`config.mk`:
```
export PLATFORM = sky130hd
export DESIGN_NAME = updown_count_param
export DESIGN_NICKNAME = d
export VERILOG_FILES = /design/src/rtl/updown_count_param.sv
export SDC_FILE = /design/constraint.sdc
export NUM_CORES = 1
export LEC_CHECK = 0
export ABC_AREA = 0
export ABC_CLOCK_PERIOD_IN_PS = 3800
export CAP_MARGIN = 15
export CORE_MARGIN = 8
export CORE_UTILIZATION = 50
export DETAILED_ROUTE_END_ITERATION = 6
export GPL_TIMING_DRIVEN = 1
export MAX_ROUTING_LAYER = met4
export PLACE_DENSITY = 0.78
export REMOVE_ABC_BUFFERS = 1
export SYNTH_ARGS = -nofsm -noshare
export SYNTH_HDL_FRONTEND = slang
export SYNTH_SLANG_ARGS = --single-unit
```
`constraint.sdc`:
```
create_clock -name clk -period 3.8 [get_ports clk]
set_clock_uncertainty 0.05 [all_clocks]
set_input_delay 0.95 -clock clk [delete_from_list [all_inputs] [get_ports clk]]
set_output_delay 0.95 -clock clk [all_outputs]
set_load 0.02 [all_outputs]
```
`src/rtl/updown_count_param.sv`:
```
// updown_count_param
//   Parameterised up/down counter with four counting modes, synchronous
//   preset and parallel load, and a one-cycle terminal-count pulse.
//
// Parameters
//   WIDTH : counter width in bits (2..32)
//   MAX   : upper count limit (1 .. 2**WIDTH-1)
//   STEP  : increment/decrement amount (1 .. MAX)
//
// Ports
//   clk    in   rising-edge clock
//   reset  in   asynchronous active-high reset: count=0, dir=1, tc=0
//   preset in   synchronous load of MAX, direction set to down
//   load   in   synchronous parallel load of din (clamped to MAX)
//   din    in   parallel load value
//   en     in   count enable
//   mode   in   00 up-wrap, 01 down-wrap, 10 bounce, 11 up-saturate
//   count  out  registered count value
//   dir    out  registered direction (1 = up, 0 = down); this is the
//               only piece of control state, so it doubles as the
//               observable state of the bounce sequencer
//   tc     out  registered one-cycle terminal-count pulse
//
// Edge priority: preset > load > enabled count > hold.
module updown_count_param #(
  parameter int unsigned         WIDTH = 5,
  parameter logic [WIDTH-1:0]    MAX   = {WIDTH{1'b1}},
  parameter logic [WIDTH-1:0]    STEP  = WIDTH'(1)
) (
  input  logic             clk,
  input  logic             reset,
  input  logic             preset,
  input  logic             load,
  input  logic [WIDTH-1:0] din,
  input  logic             en,
  input  logic [1:0]       mode,
  output logic [WIDTH-1:0] count,
  output logic             dir,
  output logic             tc
);

  typedef enum logic [1:0] {
    MODE_UP_WRAP   = 2'b00,
    MODE_DOWN_WRAP = 2'b01,
    MODE_BOUNCE    = 2'b10,
    MODE_UP_SAT    = 2'b11
  } mode_e;

  // All next-count arithmetic is done one bit wider than the counter so
  // that count+STEP can never wrap before it is compared against MAX.
  localparam logic [WIDTH:0] MAX_X  = {1'b0, MAX};
  localparam logic [WIDTH:0] STEP_X = {1'b0, STEP};

  logic [WIDTH-1:0] count_q, count_d;
  logic             dir_q, dir_d;
  logic             tc_q, tc_d;

  logic [WIDTH:0]   cnt_x;
  logic [WIDTH:0]   up_sum;
  logic [WIDTH:0]   dn_diff;
  logic [WIDTH:0]   wrap_lim;
  mode_e            mode_s;

  assign cnt_x    = {1'b0, count_q};
  assign up_sum   = cnt_x + STEP_X;
  // Only consumed when cnt_x >= STEP_X, so it never underflows in use.
  assign dn_diff  = cnt_x - STEP_X;
  // STEP <= MAX, so this is never negative.
  assign wrap_lim = MAX_X - STEP_X;
  assign mode_s   = mode_e'(mode);

  always_comb begin
    count_d = count_q;
    dir_d   = dir_q;
    tc_d    = 1'b0;

    if (preset) begin
      count_d = MAX;
      dir_d   = 1'b0;
    end else if (load) begin
      // Clamp so values above MAX can never enter the counter.
      count_d = (din > MAX) ? MAX : din;
    end else if (en) begin
      unique case (mode_s)
        MODE_UP_WRAP: begin
          dir_d = 1'b1;
          if (cnt_x > wrap_lim) begin
            count_d = '0;
            tc_d    = 1'b1;
          end else begin
            count_d = up_sum[WIDTH-1:0];
          end
        end
        MODE_DOWN_WRAP: begin
          dir_d = 1'b0;
          if (cnt_x < STEP_X) begin
            count_d = MAX;
            tc_d    = 1'b1;
          end else begin
            count_d = dn_diff[WIDTH-1:0];
          end
        end
        MODE_BOUNCE: begin
          // The held dir picks the starting direction after a mode change.
          if (dir_q) begin
            if (up_sum >= MAX_X) begin
              count_d = MAX;
              dir_d   = 1'b0;
              tc_d    = 1'b1;
            end else begin
              count_d = up_sum[WIDTH-1:0];
            end
          end else begin
            if (cnt_x <= STEP_X) begin
              count_d = '0;
              dir_d   = 1'b1;
              tc_d    = 1'b1;
            end else begin
              count_d = dn_diff[WIDTH-1:0];
            end
          end
        end
        MODE_UP_SAT: begin
          dir_d = 1'b1;
          // Already saturated: hold without re-pulsing tc.
          if (cnt_x == MAX_X) begin
            count_d = count_q;
          end else if (up_sum >= MAX_X) begin
            count_d = MAX;
            tc_d    = 1'b1;
          end else begin
            count_d = up_sum[WIDTH-1:0];
          end
        end
        default: begin
          count_d = count_q;
        end
      endcase
    end
  end

  always_ff @(posedge clk or posedge reset) begin
    if (reset) begin
      count_q <= '0;
      dir_q   <= 1'b1;
      tc_q    <= 1'b0;
    end else begin
      count_q <= count_d;
      dir_q   <= dir_d;
      tc_q    <= tc_d;
    end
  end

  assign count = count_q;
  assign dir   = dir_q;
  assign tc    = tc_q;

endmodule

```
==> run notes, run 1 <==
The flow completed. The flow ran to the end, and the final reports show no timing, DRC or antenna violations. In this run the critical path is formed by clkdlybuf4s50_1 -> inv_1 -> ha_1 -> or4_4 -> o22ai_4 -> o22ai_1 -> a21oi_1 -> o21ai_1. In this run the clock root is driven by a sky130_fd_sc_hd__clkbuf_4.

The most common logic cell in the final layout is sky130_fd_sc_hd__clkdlybuf4s50_1. The post-route netlist has 8.15% of its cells at a drive strength greater than 1. Number of port buffers landed at 18. Summing over the stages, the warning tally comes to 32. After its last routability iteration, the placer logged a weighted congestion of 0.917. Post-synthesis async set-or-reset flop share landed at 100%.

Number of signal-net inverters in the final layout landed at 9. Gates resized during post-CTS repair numbered 0. Slew at the pin with the worst max-slew slack landed at 0.770 ns. For this design, the sink count on the clock tree is 7. Total power after layout landed at 321 uW.

Total iterations of the first detailed-routing run landed at 4. Final HPWL from detailed placement landed at 1980 um. The count of nets left with antenna violations once routing finished came out at 0. Buffering stage count on the worst path with inverters included landed at 2. For reference, the most critical setup path is categorized as input pin to flip-flop. The final timing report lists a max-slew violation count of 0. For this run, the script counts the antenna cells in the layout as 0.

Tally of clock buffers in the finished layout landed at 4. Post-layout period usage of the worst path landed at 72.0%. Of the post-synthesis cell area, the part taken by muxes is 2.27%. Global routing consumed, over all layers together, 15.1% of the routing resources.

The analysis attributes to net switching a power of 129 uW. Height of the die landed at 59.3 um. Deepest level of the CTS H-tree landed at 1. Yosys synthesis warning count landed at 0. Number of placed cells counting well taps landed at 156.

Per report_power, the clock group accounts for 20.4% of the total. After floorplanning, the die was sized to cover 3520 um^2. The flow inserted 25 tap cells.

Data required time of the worst path landed at 3.88 ns. For this design, Yosys synthesis ends with a cell count of 118. TritonCTS built the clock tree.

Worst stage delay on the critical path landed at 0.51 ns. The report lists the number of standard-cell rows as 15. Timing-limited maximum frequency landed at 0.365 GHz. Post-synthesis adder-cell area fraction landed at 13.4%. Final cell count without fillers landed at 160. Simple-gate portion of the synthesized area landed at 20.3%.

After layout the clock buffers and inverters come to 2.33% of cell area. After detailed routing, the average wire length per cell comes to 15.7 um. AND-OR/OR-AND share of the synthesized area landed at 33.0%. The synthesized netlist has a Yosys-reported chip area of 937 um^2. Among the non-sequential cells, AND-OR/OR-AND gates take the most area.

Global-route wire length before repair landed at 4150 um. After filler insertion, the fill cell instance count of the layout stands at 162. Post-synth the commonest register cell is sky130_fd_sc_hd__dfrtp_1. Note that the worst hold path type here is flip-flop to flip-flop. Layout sequential cell count landed at 7. Net count of the finished layout landed at 158. The detailed router placed 989 vias in this run. Via count of the first global-routing pass landed at 887.

The core region is 1750 um^2. The worst register-to-register path has a setup slack of 1.20 ns. The flow measured a signed area growth from synthesis to layout of 20.4%. Core utilization before placement landed at 53.7%. Total length of routed wires landed at 2510 um.

Number of distinct library cells after synthesis landed at 43. The clock passes through at most 2 buffers. Number of synthesized flops with an enable pin landed at 0. The multi-input combinational cells in the finished layout cover a total of 681 um^2. Net switching is 40.2% of the power. Broken down by cell family, the worst path's largest delay share belongs to buffers and inverters. The most common logic cells in the final layout are sky130_fd_sc_hd__clkdlybuf4s50_1, sky130_fd_sc_hd__ha_1, sky130_fd_sc_hd__a21oi_1, sky130_fd_sc_hd__inv_1, sky130_fd_sc_hd__nor2_1. Checking max transition, the worst relative margin is 48.2%.

Clock buffer count from CTS landed at 3.
## run 1: worst max-delay path by stage
stage                     cells after the start  endpoint  slack, ns    start
after floorplan                               7  count[2]       1.49  mode[1]
after global placement                        8  count[2]       0.89  mode[1]
after detailed placement                      8  count[2]       0.83  mode[1]
after CTS                                     8  count[2]       1.09  mode[1]
after global routing                          8  count[2]       0.96  mode[1]
final                                         8  count[2]       1.06  mode[1]
## run 1: worst reg2reg max path: stages, from the launching register on
cell	delay (ns)
sky130_fd_sc_hd__dfrtp_1	0.56
sky130_fd_sc_hd__ha_1	0.35
sky130_fd_sc_hd__and3_1	0.20
sky130_fd_sc_hd__ha_1	0.21
sky130_fd_sc_hd__a21boi_0	0.64
sky130_fd_sc_hd__and3_1	0.26
sky130_fd_sc_hd__o21ai_0	0.09
sky130_fd_sc_hd__a31oi_1	0.18
## run 1: sequential cells by signal, indices dropped and copies added (netlist names)
name / flops
dir: 1
tc: 1
count: 5
## run 1: per-stage QoR
stage	setup slack [ns]	cell area, um^2	util, %
after detailed placement	0.833	1100	63.2
after global routing	0.962	1130	64.7
final	1.06	1130	64.7
after global placement	0.887	1100	63.2
after floorplan	1.49	891	-
after CTS	1.09	1130	64.7
## run 1: power groups by stage
stage,combinational (mW),sequential (mW),clock (mW)
floorplan,0.0880,0.109,0
global placement,0.144,0.107,0
detailed placement,0.146,0.108,0
CTS,0.147,0.107,0.0674
global route,0.161,0.110,0.0691
finish,0.148,0.107,0.0654
## run 1: per-layer routing
metal | global-route usage (%) | vias up | part of all wire, %
met4 | 5.12 | 0 | 1.4
met3 | 3.47 | 6 | 12
li1 | - | 477 | -
met5 | - | - | 0
met2 | 22.8 | 59 | 44
met1 | 19.2 | 447 | 42
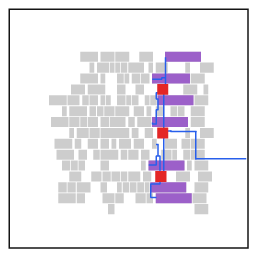
Figure 1: run 1, clock wires, drivers and flops.
Scale: 4 px per um.
legend:
  red:
    item: clock-net drivers
    count: 3
  purple:
    item: flip-flops
    count: 7
  blue:
    item: clock wires
    length: 97.7 um
routed clock nets: 4

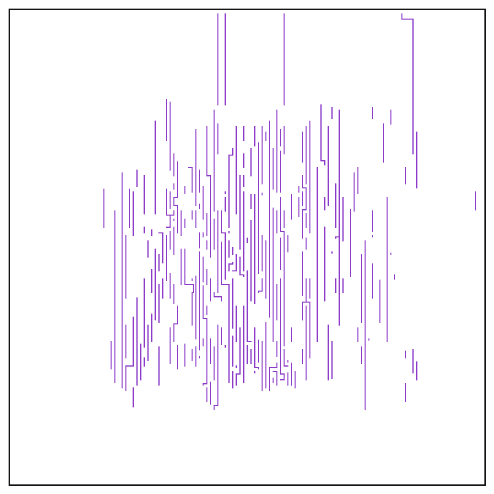
Figure 2: run 1, the metal 2 layer.
Scale: 8 px per um.
main direction: vertical
longest straight run: 26.9 um

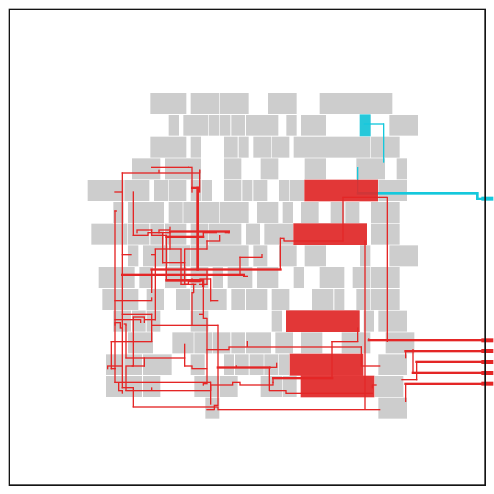
Figure 3: run 1, port wiring.
Scale: 8 px per um.
legend:
  cyan:
    port: reset
    bits: 1
    direction: input
    edge: right
    end_cells: 1
    buffers: 1
    wire: 26.5 um
  red:
    port: count
    bits: 5
    direction: output
    edge: right
    end_cells: 5
    buffers: 5
    wire: 577 um

## Run 2: what changed since run 1
--- a/config.mk
+++ b/config.mk
@@ -6,14 +6,14 @@
 export NUM_CORES = 1
 export LEC_CHECK = 0
 export ABC_AREA = 0
-export ABC_CLOCK_PERIOD_IN_PS = 3800
+export ABC_CLOCK_PERIOD_IN_PS = 2300
 export CAP_MARGIN = 15
 export CORE_MARGIN = 8
-export CORE_UTILIZATION = 50
+export CORE_UTILIZATION = 46
 export DETAILED_ROUTE_END_ITERATION = 6
 export GPL_TIMING_DRIVEN = 1
 export MAX_ROUTING_LAYER = met4
-export PLACE_DENSITY = 0.78
+export PLACE_DENSITY = 0.76
 export REMOVE_ABC_BUFFERS = 1
 export SYNTH_ARGS = -nofsm -noshare
 export SYNTH_HDL_FRONTEND = slang
==> constraint.sdc (replaced) <==
create_clock -name clk -period 2.3 [get_ports clk]
set_clock_uncertainty 0.05 [all_clocks]
set_input_delay 0.575 -clock clk [delete_from_list [all_inputs] [get_ports clk]]
set_output_delay 0.575 -clock clk [all_outputs]
set_load 0.02 [all_outputs]
==> run 2 against run 1 <==
  * Register-to-register slack worse by 0.99 ns
  * Die area grew 6.3%
  * Critical endpoint is now count[2]
  * Sequential share of layout area shrank 1.5 points
  * Utilization shrank 0.48 points
  * Combinational power rose by 96%
  * Worst setup slack worse by 0.97 ns
  * Cell count up 11%
  * Wire length up 18%
  * Sequential power increased by about 50%
  * Global-route usage increased by 2.6 points
  * Total power up 80%
  * Via count up 5.5%
==> run notes, run 2 <==
The flow completed. Clock-pin slew was measured on the worst setup and hold paths at 0.06 ns. For this run, the slowest stage of the critical path takes 0.70 ns. Yosys reports that the most numerous cell types are sky130_fd_sc_hd__ha_1, sky130_fd_sc_hd__a21oi_1, sky130_fd_sc_hd__inv_1. The worst-case reg-to-reg setup slack stands at 0.21 ns. Worst hold margin landed at 0.505 ns. Synthesized instance count landed at 118. Number of hold buffers added after cts landed at 0.

In the Yosys report the total cell count is 118. Worst-case vdd ir drop landed at 217 uV. Number of fill cells landed at 190.

Among all stages on the critical path, the largest delay is contributed by sky130_fd_sc_hd__clkdlybuf4s50_1. Total routing usage reported by global routing landed at 17.8%. According to the timing report, the data required time at the worst endpoint equals 1.67 ns. Multiplexer area fraction after synthesis landed at 2.27%. TritonCTS built the clock tree.

Die outline width landed at 61.1 um. Counting cells, the worst reg-to-reg path comes to 7. The power report attributes to the sequential group a share of 28.0%. The worst setup path is captured at an output pin. The report counts max-capacitance violations totalling 0. Remaining global-route overflow landed at 0. Routed metal-1 wire length landed at 1280 um. Clock share of power landed at 21.6%. Floorplan die area landed at 3740 um^2. The final layout contains routed wiring with a total length of 2940 um. Final critical path time including I/O delays and setup landed at 2.21 ns. For reference, the critical path is launched at count[2]. Setup repair after global routing left no endpoint under its margin. Max-slew violation total from the final report landed at 0. CTS added clock buffers totalling 3. For this design the ratio of total power to cell area is 462 nW/um^2. Post-route DRC violation count landed at 0. The type recorded for the worst min-delay path is input pin to async pin. Per the placement log, port buffering inserted 18 buffers. The stat command in Yosys gives a chip area of 937 um^2. The tree is rooted in a sky130_fd_sc_hd__clkbuf_4. Area taken by flip-flops and latches landed at 176 um^2. By area, the combinational part of the netlist is dominated by AND-OR/OR-AND gates. Number of logic stages on the critical path including buffering landed at 1.

Buffering stage count on the worst path with inverters included landed at 1. Pin placement for this block handled 19 I/O pins. For the completed layout, the total cell area is recorded as 1250 um^2. The cell-mix breakdown from Yosys lists the XOR/XNOR area share as 3.74%. The via count of the first global-routing pass was 1021.

Total power after layout landed at 576 uW. At the end of routability-driven placement, the weighted congestion stood at 0.976. The pin closest to its max-slew limit shows a slew of 0.457 ns.

The critical path in this run is classified as flip-flop to output pin. After detailed routing, the met2 layer carries 1330 um of wire. Combinational logic is responsible for 50.4% of the overall power.

Looking at the reg2reg group, the worst path ends at count[1]. The first global-routing pass estimated 4870 um of wire. Multi-input gate area in the final layout landed at 683 um^2. Core utilization before placement landed at 48.3%. Internal power comes to 339 uW. The highest metal layer carrying signal wires in the routed design is met4. Post-layout period usage of the worst path landed at 95.9%. Met3 wire length landed at 257 um. AND-OR/OR-AND share of the synthesized area landed at 33.0%. Mean instance size in the synthesized netlist landed at 7.94 um^2. For this run the top cell type by instance count after synthesis was sky130_fd_sc_hd__ha_1. In the log, the iteration count for the first detailed-route pass is 4. For this block, the initial DRC count from the detailed router was 43. The flow ran to the end, and the final reports show no timing, DRC or antenna violations. In the Yosys report, the sequential cells make up 18.8% of the chip area. The tree built by TritonCTS fans out to 7 sinks. The launch point of the worst register-to-register path is recorded as count[0]. Switching share of total power landed at 41.1%. The most common logic cell in the final layout is sky130_fd_sc_hd__clkdlybuf4s50_1. Pin count of the biggest net entering global routing landed at 15.

The timing report attributes the biggest portion of critical-path delay to buffers and inverters. Post-detailed-route count of antenna-violating nets landed at 0. Deepest level of the CTS H-tree landed at 1. Area of the mapped netlist landed at 937 um^2. Initial antenna violation count landed at 0. Final HPWL from detailed placement landed at 2230 um. Number of flip-flops under the largest register name landed at 5. The critical path ends at count[2]. Number of rows created at floorplan landed at 16. Placed instance area landed at 1220 um^2. For this design the static power due to leakage is 0.525 nW. After detailed routing, the average wire length per cell comes to 16.6 um.

Antenna diode count landed at 0. In the synthesized netlist the async set-or-reset flop fraction comes to 100%. Number of synthesized flops with an enable pin landed at 0.

Synthesis-stage register bit count landed at 7. Along the worst path, the maximum fanout reaches 14. The count of cells in the finished layout, fillers not included, comes to 177.

The library cells used most frequently in the layout, excluding fill and tap cells, are sky130_fd_sc_hd__clkdlybuf4s50_1, sky130_fd_sc_hd__buf_4, sky130_fd_sc_hd__ha_1. For reference, simple AND, OR, NAND and NOR cells occupy 20.3% of the area reported after synthesis. In the final layout, the share of cells above drive strength 1 is 18.0%.

The final timing report lists a hold violation count of 0. Net count of the finished layout landed at 173. The max-slew check reports its worst relative slack as 69.5%.

The synthesis report lists the most area-consuming cells as sky130_fd_sc_hd__dfrtp_1, sky130_fd_sc_hd__ha_1, sky130_fd_sc_hd__a21oi_1. Per the finish-stage timing summary, setup violations number 0. The cell type that accounts for the most area after synthesis is sky130_fd_sc_hd__dfrtp_1.

Of the total synthesized cell area, the portion taken by full adders, half adders and majority gates is 13.4%. In this run, distinct cell masters in the synthesized netlist total 43. Worst path arrival time landed at 1.58 ns. Number of placed cells counting well taps landed at 173. Number of vias per cell after detailed routing landed at 5.89. From synthesis to final layout, the design area changed by 33.0%. In this run the standard cell core region covers 1940 um^2.

Portion of synthesized cell area occupied by the leading cell type landed at 16.0%. Detailed routing inserted a total of 1043 vias. Measured along the y axis, the die boundary spans 61.1 um. Count of tool warnings landed at 32. Traced cell by cell, the critical path runs through clkdlybuf4s50_1. Net switching power landed at 237 uW.

Yosys synthesis warning count landed at 0. The clock passes through at most 2 buffers. Clock latency at the later pin of the worst-skew pair landed at 0.26 ns.

The highest clock rate this design can be run at is 0.453 GHz. The worst setup path is launched from a flip-flop. The most used flip-flop cell after synthesis is sky130_fd_sc_hd__dfrtp_1.
==> run 2: worst min-delay path by stage <==
stage               startpoint       end  slack (ns)  cells past startpoint
floorplan                reset  count[0]        0.33                      1
global placement           dir       dir        0.58                      3
detailed placement         dir       dir        0.60                      3
CTS                      reset  count[2]        0.52                      2
global route             reset  count[2]        0.53                      2
finish                   reset  count[2]        0.51                      2
==> run 2: routing by layer <==
metal	track usage (%)	up-vias
met5	-	-
met2	27.2	67
met1	22.2	458
met4	8.31	0
li1	-	509
met3	2.71	9
==> run 2: power groups by stage <==
stage	registers, mW	clock network (mW)	logic [mW]
2_1_floorplan	0.181	0	0.145
3_3_place_gp	0.163	0	0.280
3_5_place_dp	0.164	0	0.284
4_1_cts	0.162	0.125	0.287
5_1_grt	0.165	0.130	0.317
6_report	0.161	0.124	0.290
==> run 2: cell type report <==
| type | count | area share (%) |
|---|---|---|
| Tap cell | 27 | 2.71 |
| Multi-Input combinational cell | 97 | 54.8 |
| Clock buffer | 4 | 2.11 |
| Inverter | 9 | 2.71 |
| Sequential cell | 7 | 14.2 |
| Timing Repair Buffer | 33 | 23.5 |
==> run 2: per-stage QoR <==
step                      setup TNS [ns]  worst slack, ns  util, %
final                                  0           0.0938     64.2
after global routing                   0           0.0250     64.2
after global placement            -0.328           -0.104     62.7
after CTS                              0           0.0834     64.0
after detailed placement          -0.540           -0.152     62.7
after floorplan                        0            0.106        -
==> run 2: what timing repair did <==
action	4_1_cts	5_1_grt
gates resized	0	1
hold endpoints to repair	0	0
setup endpoints to repair	0	2
setup buffers	0	0
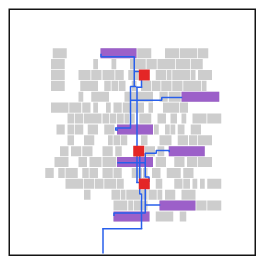
Figure 4: run 2, clock wires, drivers and flops.
Scale: 4 px per um.
legend:
  purple:
    item: flip-flops
    count: 7
  red:
    item: clock-net drivers
    count: 3
  blue:
    item: clock wires
    length: 158 um
routed clock nets: 4

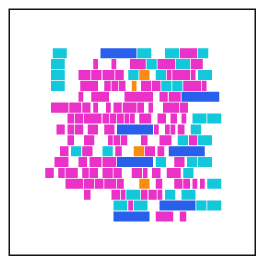
Figure 5: run 2, cells coloured by class.
Scale: 4 px per um.
legend:
  orange:
    class: clock drivers and dummy loads
    cells: 4
  blue:
    class: registers
    cells: 7
  cyan:
    class: remaining buffers and delay cells
    cells: 33
  magenta:
    class: remaining logic cells
    cells: 106

## Run 3: what changed since run 2
--- a/config.mk
+++ b/config.mk
@@ -6,14 +6,14 @@
 export NUM_CORES = 1
 export LEC_CHECK = 0
 export ABC_AREA = 0
-export ABC_CLOCK_PERIOD_IN_PS = 2300
+export ABC_CLOCK_PERIOD_IN_PS = 2600
 export CAP_MARGIN = 15
 export CORE_MARGIN = 8
-export CORE_UTILIZATION = 46
+export CORE_UTILIZATION = 50
 export DETAILED_ROUTE_END_ITERATION = 6
 export GPL_TIMING_DRIVEN = 1
 export MAX_ROUTING_LAYER = met4
-export PLACE_DENSITY = 0.76
+export PLACE_DENSITY = 0.78
 export REMOVE_ABC_BUFFERS = 1
 export SYNTH_ARGS = -nofsm -noshare
 export SYNTH_HDL_FRONTEND = slang
==> constraint.sdc (replaced) <==
create_clock -name clk -period 2.6 [get_ports clk]
set_clock_uncertainty 0.05 [all_clocks]
set_input_delay 0.65 -clock clk [delete_from_list [all_inputs] [get_ports clk]]
set_output_delay 0.65 -clock clk [all_outputs]
set_load 0.02 [all_outputs]
==> run 3 against run 2 <==
  * Utilization up 2.3 points
  * Non-clock buffer count fell by 11
  * Hold slack improved by 0.052 ns
  * First-iteration DRC count decreased by 65%
  * Die area shrank 5.9%
  * Via count fell by 5.6%
  * Worst setup slack improved by 0.22 ns
  * Sequential cell count did not move
  * Register-to-register slack improved by 0.13 ns
  * Critical path depth rose by 7
  * Clock-buffer cell count down 1
  * Largest power group unchanged
==> run notes, run 3 <==
The flow completed. The pin closest to its max-slew limit shows a slew of 0.442 ns. The most critical hold endpoint after final layout shows a slack of 0.557 ns. The HPWL after detailed placement is 2090 um. Per the CTS log, the maximum H-tree level is 1.

Endpoints with negative setup slack in the final report add up to 0. Number of hold violations in the final report landed at 0. Worst slack after detailed placement landed at 0.0514 ns. In the final timing run, aggregate negative setup slack is 0 ns. The floorplan report gives the top-level pin count as 19. Post-detailed-route count of antenna-violating nets landed at 0. Core utilization before placement landed at 53.7%. Pin count of the biggest net entering global routing landed at 15. The number of hold buffers added after CTS was 0.

The register with the most flip-flops in the layout has 5 of them. The timing report shows that the slowest cell on the worst path is sky130_fd_sc_hd__clkdlybuf4s50_1. Yosys chip area landed at 937 um^2. The final timing report derives a shortest allowable period of 2.28 ns.

Relative slew slack landed at 70.5%. Total power after layout landed at 485 uW. Mean routed wirelength per cell landed at 15.9 um. Number of placed cells counting well taps landed at 160. Timing would allow up to 0.438 GHz. According to the timing report, the data required time at the worst endpoint equals 2.70 ns. Per the OpenROAD floorplan log, the area of the die is 3520 um^2. The via count of the first global-routing pass is 950. Summing all multi-input logic gate instances after layout gives 681 um^2. Ratio of total power to cell area landed at 419 nW/um^2. Total number of vias landed at 985.

Post-cts repair resize count landed at 0. Of all flip-flops after synthesis, the portion carrying an async set or reset was 100%. Clock share of power landed at 21.4%. In the final layout, the fill cell count is 164.

Number of distinct library cells after synthesis landed at 43. Max-slew violation total from the final report landed at 0. Post-layout period usage of the worst path landed at 87.8%. Area of the mapped netlist landed at 937 um^2. Placed instance area landed at 1130 um^2. Smallest setup slack after layout landed at 0.316 ns. The arrival time of data at the worst endpoint is listed as 2.38 ns. By instance count after routing, the leading logic cell type is sky130_fd_sc_hd__clkdlybuf4s50_1. Routability-driven placement finished with a final weighted congestion of 0.975. In the final layout, the share of cells above drive strength 1 is 11.5%. Ranked by total cell area, the synthesized netlist is headed by sky130_fd_sc_hd__dfrtp_1, sky130_fd_sc_hd__ha_1, sky130_fd_sc_hd__a21oi_1. The final layout contains 162 nets. Violation count after the first detailed-routing iteration landed at 15. The first global-routing pass estimated 4350 um of wire.

Summed over all layers, the routed wires come to 2610 um. Synthesized instance count landed at 118. Using the TritonRoute via totals, the vias-per-cell ratio works out to 6.01.

In this run the critical path is formed by clkdlybuf4s50_1 -> inv_1 -> ha_1 -> or4_4 -> o22ai_4 -> o22ai_1 -> a21oi_1 -> o21ai_1. Per the OpenROAD floorplan log, the area of the core is 1750 um^2. Across the whole layout, storage elements account for 176 um^2.

STA classifies the critical path endpoint as a flip-flop. In this run the layout overhead on the synthesized area is reported as 23.8%. CTS placed an instance of sky130_fd_sc_hd__clkbuf_4 at the clock tree root. For met3 alone, demand over resource in global routing was 4.34%. The floorplan step set the die height to 59.3 um.

The most used flip-flop cell after synthesis is sky130_fd_sc_hd__dfrtp_1. Once layout is complete, the utilization of the core stands at 66.5%. The most common cell in the synthesized netlist is sky130_fd_sc_hd__ha_1.

The stage logs contain a warning count of 32. For reference, the post-synthesis area per instance comes to 7.94 um^2. Total routing usage reported by global routing landed at 16.3%. Post-route cell area landed at 1160 um^2. After global routing, the most crowded layer is met2. Per the breakdown, switching nets consume 41.4% of all power. The top cell types in the final layout, fill and taps aside, are sky130_fd_sc_hd__clkdlybuf4s50_1, sky130_fd_sc_hd__ha_1, sky130_fd_sc_hd__a21oi_1, sky130_fd_sc_hd__inv_1, sky130_fd_sc_hd__nor2_1. Share of the yosys chip area belonging to registers landed at 18.8%. For this design the static power due to leakage is 0.475 nW. Total of max-cap violations landed at 0. Net switching power landed at 201 uW. The power report attributes to the sequential group a share of 30.8%. The run finished with clean final reports. TritonCTS reports the number of clock sinks as 7.

The tightest min-delay check is of the input pin to async pin type. Worst stage delay on the critical path landed at 0.51 ns. After clock tree synthesis, the clock-pin slew on the worst setup and hold paths is 0.06 ns. Number of rows created at floorplan landed at 15. Recorded from the global router log, the overflow total was 0.

The worst setup path is launched from an input pin. In the synthesized netlist, the cells that appear most often are sky130_fd_sc_hd__ha_1, sky130_fd_sc_hd__a21oi_1, sky130_fd_sc_hd__inv_1. The setup path with the least slack is of type input pin to flip-flop. Final cell count without fillers landed at 164.

Post-route DRC violation count landed at 0. In the power breakdown, the internal column shows 285 uW. Die outline width landed at 59.3 um. Per the skew report, the later register of the worst-skew pair sees a clock latency of 0.26 ns.

Antenna diode count landed at 0. Largest buffer count on any clock path landed at 2. Once the clock tree was built, the setup fixing pass inserted 0 buffers. Largest fanout of any net on the critical path landed at 4. The first detailed-routing pass took 4 iterations.

Setup repair after global routing left no endpoint under its margin. The synth_stat.txt file lists the number of cells as 118. Initial antenna violation count landed at 0. Sorting the Yosys area breakdown by cell type puts at the top sky130_fd_sc_hd__dfrtp_1.

TritonCTS built the clock tree. Synthesis-stage register bit count landed at 7. Met1 layer usage reported by global route landed at 19.2%. Combinational logic burns 47.8% of the power.

Yosys synthesis warning count landed at 0. Portion of synthesized cell area occupied by the leading cell type landed at 16.0%.
==> run 3: cell counts after synthesis <==
Identical to the previous run, type by type.
==> run 3: power by group through the flow <==
stage	sequential, mW	combinational (mW)	clock [mW]
final	0.149	0.232	0.104
after global routing	0.153	0.251	0.116
after CTS	0.149	0.230	0.106
after detailed placement	0.151	0.229	0
after global placement	0.150	0.225	0
after floorplan	0.160	0.129	0
==> run 3: final cells by class <==
cell class	count	share of cell area (%)
multi-input cells	97	58.7
clock buffers	3	1.94
well taps	25	2.70
inverters	9	2.91
repair buffers	22	18.1
clock inverters	1	0.432
flip-flops and latches	7	15.2
==> run 3: path summary, 6_finish.rpt <==
kind | slack, ns | endpoint | depth (start not counted) | from
worst max register to register | 0.34 | count[1] | 7 | count[0]
max in group asynchronous | 1.68 | dir | 2 | reset
worst min register to register | 0.61 | dir | 3 | dir
worst max-delay path | 0.32 | count[2] | 8 | mode[1]
min in group clk | 0.61 | dir | 3 | dir
worst min-delay path | 0.56 | count[2] | 2 | reset
==> run 3: critical path, delay by kind of cell <==
family,cells,cell delay (ns)
compound gates,4,0.52
fa+ha+maj,1,0.19
buf+inv,2,0.58
simple gates,1,0.43
==> run 3: layer usage <==
metal / up-vias / routed length, um
met4: 0 / 68
met3: 6 / 243
met1: 446 / 1170
li1: 485 / -
met2: 48 / 1130
met5: - / 0
==> run 3: logic make-up (layout without fill, tap and decap cells) <==
family                     after synthesis  after routing  share of synthesized area [%]
and+or+nand+nor                         36             36                           20.3
muxes                                    2              2                           2.27
adders and majority gates               10             10                           13.4
AOI/OAI and AO/OA                       45             45                           33.0
buffers and inverters                   14             35                           8.54
xor gates and xnor gates                 4              4                           3.74
DFF                                      7              7                           18.8
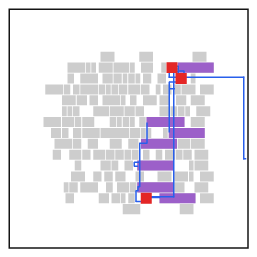
Figure 6: run 3, clock wires, drivers and flops.
Scale: 4 px per um.
legend:
  red:
    item: clock-net drivers
    count: 3
  blue:
    item: clock wires
    length: 136 um
  purple:
    item: flip-flops
    count: 7
routed clock nets: 4

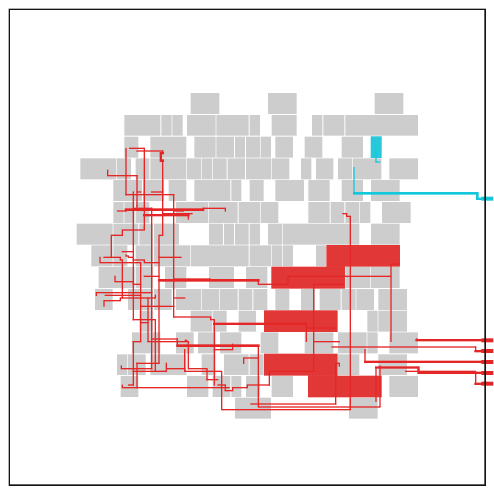
Figure 7: run 3, port wiring.
Scale: 8 px per um.
legend:
  red:
    port: count
    bits: 5
    direction: output
    edge: right
    end_cells: 5
    buffers: 6
    wire: 583 um
  cyan:
    port: reset
    bits: 1
    direction: input
    edge: right
    end_cells: 1
    buffers: 1
    wire: 22.1 um

Power is estimated from default activity; no workload was simulated.
